### Cells by drive strength

(10 px per um)
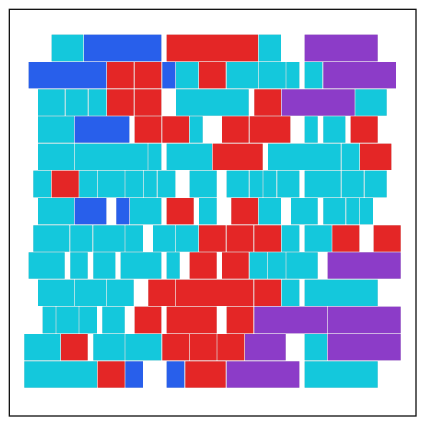
### Cell area per tile

(10 px per um) 8 x 8 tiles, from dark blue (low) to red (high), 0 to 100% covered.
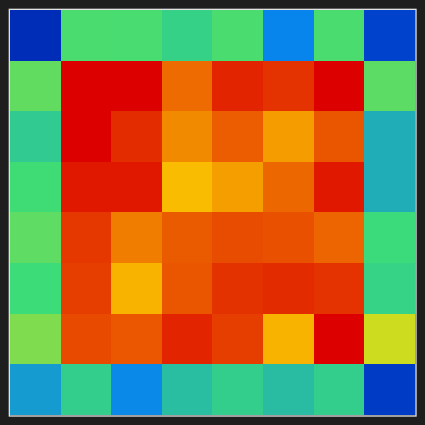
### Cell placement

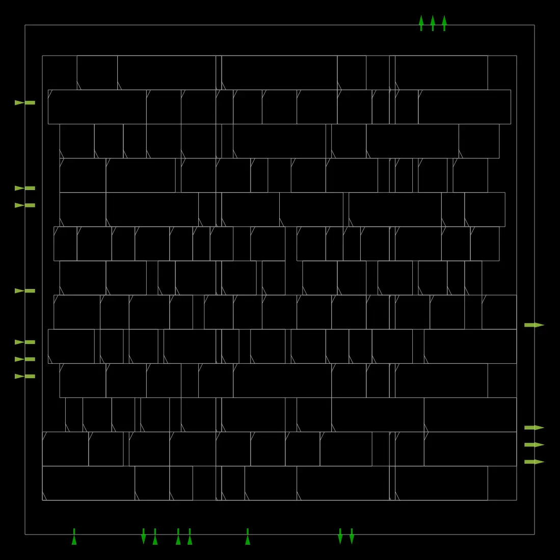
### Wires at chosen ports, followed through buffers

(10 px per um)
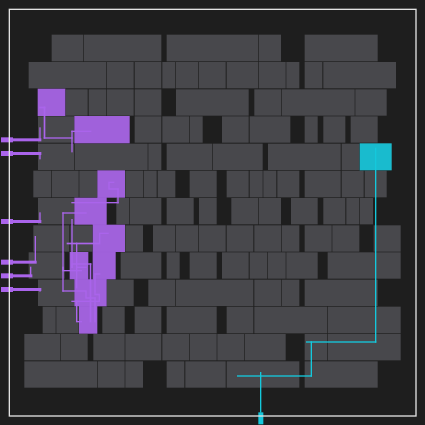
==> config.mk <==
export PLATFORM = sky130hd
export DESIGN_NAME = mod_n_counter
export DESIGN_NICKNAME = d
export VERILOG_FILES = /design/src/rtl/mod_n_counter.sv
export SDC_FILE = /design/constraint.sdc
export NUM_CORES = 1
export LEC_CHECK = 0
export ABC_CLOCK_PERIOD_IN_PS = 2000
export CORE_UTILIZATION = 43
export CTS_CLUSTER_DIAMETER = 50
export CTS_CLUSTER_SIZE = 30
export DETAILED_ROUTE_END_ITERATION = 10
export HOLD_SLACK_MARGIN = 0.15
export PLACE_DENSITY_LB_ADDON = 0.08
export REMOVE_ABC_BUFFERS = 1
export SLEW_MARGIN = 30
export SYNTH_ARGS = -nofsm -noshare
export SYNTH_HDL_FRONTEND = slang
export SYNTH_SLANG_ARGS = --single-unit
==> constraint.sdc <==
create_clock -name clk -period 2 [get_ports clk]
set_input_delay 0.4 -clock clk [delete_from_list [all_inputs] [get_ports clk]]
set_output_delay 0.4 -clock clk [all_outputs]
set_load 0.1 [all_outputs]
==> results.cfg <==
; yosys + openroad results
[status]
status = complete, but fails checks
violations = setup timing

[worst_setup_path]
path_buffers = 2
cp_max_fo = 2
path_cells = inv_2 > ha_4 > or3b_4 > nor4_4 > and2_4 > buf_12
cp.required_ps = 1600
critPathMaxStageDelay_ps = 390
path_depth = 6
reg2regPathDepth = 11

[finish]
largestClassByArea = combinational gates
regArea_um2 = 163
n_antenna_cell = 0
layout.non_clock_inverters = 4
clk_share = 0.0191
comb_area_share = 0.418
fin_nets = 144
sh_seq_area = 0.138

[timing]
finalSetupViolations = 1
setup_slack_ps = -172
period_used_share = 1.09
worst_hold_slack_ps = 630
drv_slew = 0
rsz0062_at_grt = true
relSlewSlack = 0.755

[synth]
simple_gate_area_frac = 0.363
largest_area_cell = dfxtp_1
yosys.stat.seqShare = 0.251
edf_count = 0
ys_cells = 82
syn_area_um2 = 638
ys_sh_aoi = 0.290
yosysTopAreaCellShare = 0.251
syn_inst = 82

[worst_hold_path]
hold_path.class = input port to flop

[floorplan]
die_w_um = 40.5
die_area_mm2 = 0.00164

[placed_design]
place_area_mm2 = 0.00106

[drt]
wl_per_cell_um = 16.8
drtIter0Drc = 54

[clock_network]
post_cts_buffers = 9
cts_tree = built
root_buffer = clkbuf_4

[flow_run]
cap_violations = 0

[power_and_ir_drop]
power.total_mw = 0.575
p_leak_nw = 0.491
Back to the opening pictures, 'Cells by drive strength':
blue -> x2  # cells 8, share 6.3%
red -> x3 and x4  # cells 36, share 28%, most used buf_4
purple -> x6 and larger  # cells 9, share 7.0%, most used buf_12
cyan -> x1 and smaller  # cells 75, share 59%, most used clkdlybuf4s50_1
Design Area, Final: 0.00118 mm2
area delta synth->final: 84.3%
Repair and plain buffers: 46
PnR worst setup slack: -172 ps

Back to the opening pictures, 'Cell area per tile':
fullest tile = 100%
tiles over 75% full = 56%
densest ninth of the die = centre
mean over tiles = 71%
Core Area: 0.00133 mm2
fp util: 0.478
utilization after layout: 0.882

Back to the opening pictures, 'Cell placement':
Cell Rows: 13
Flops: 8

Back to the opening pictures, 'Wires at chosen ports, followed through buffers':
cyan -> borrow  # bits 1, direction output, edge south, end cells 1, buffers 1, wire 41.0 um
purple -> data  # bits 6, direction input, edge west, end cells 9, buffers 6, wire 88.6 um
IO Port Bufs: 21
Ports: 22

-- per-layer routing --
layer	wire, um	GRT usage	part of all wire
met2	1130	0.552	0.47
met5	0	0	0
met4	78	0.242	0.032
met3	218	0.0944	0.091
met1	984	0.418	0.41
-- report_power, final --
part | leakage [nW] | switching, mW | internal (mW) | total (mW)
clock network | 0.0138 | 0.0723 | 0.0697 | 0.142
registers | 0.0661 | 0.00927 | 0.168 | 0.177
logic | 0.411 | 0.142 | 0.114 | 0.256
total | 0.491 | 0.223 | 0.352 | 0.575
-- per-stage QoR --
step | TNS, ps | instances
after floorplan | -2650 | 79
after global placement | -671 | 132
final | -172 | 143
after detailed placement | -921 | 132
after CTS | -188 | 144
after global routing | -197 | 143
-- tightest hold or removal path, delay by kind of cell --
kind                   cells  cell delay (ps)
buffers and inverters      2              220
and+or+nand+nor            2              240
Power figures rest on the tool's default switching activity, not on a simulated workload.
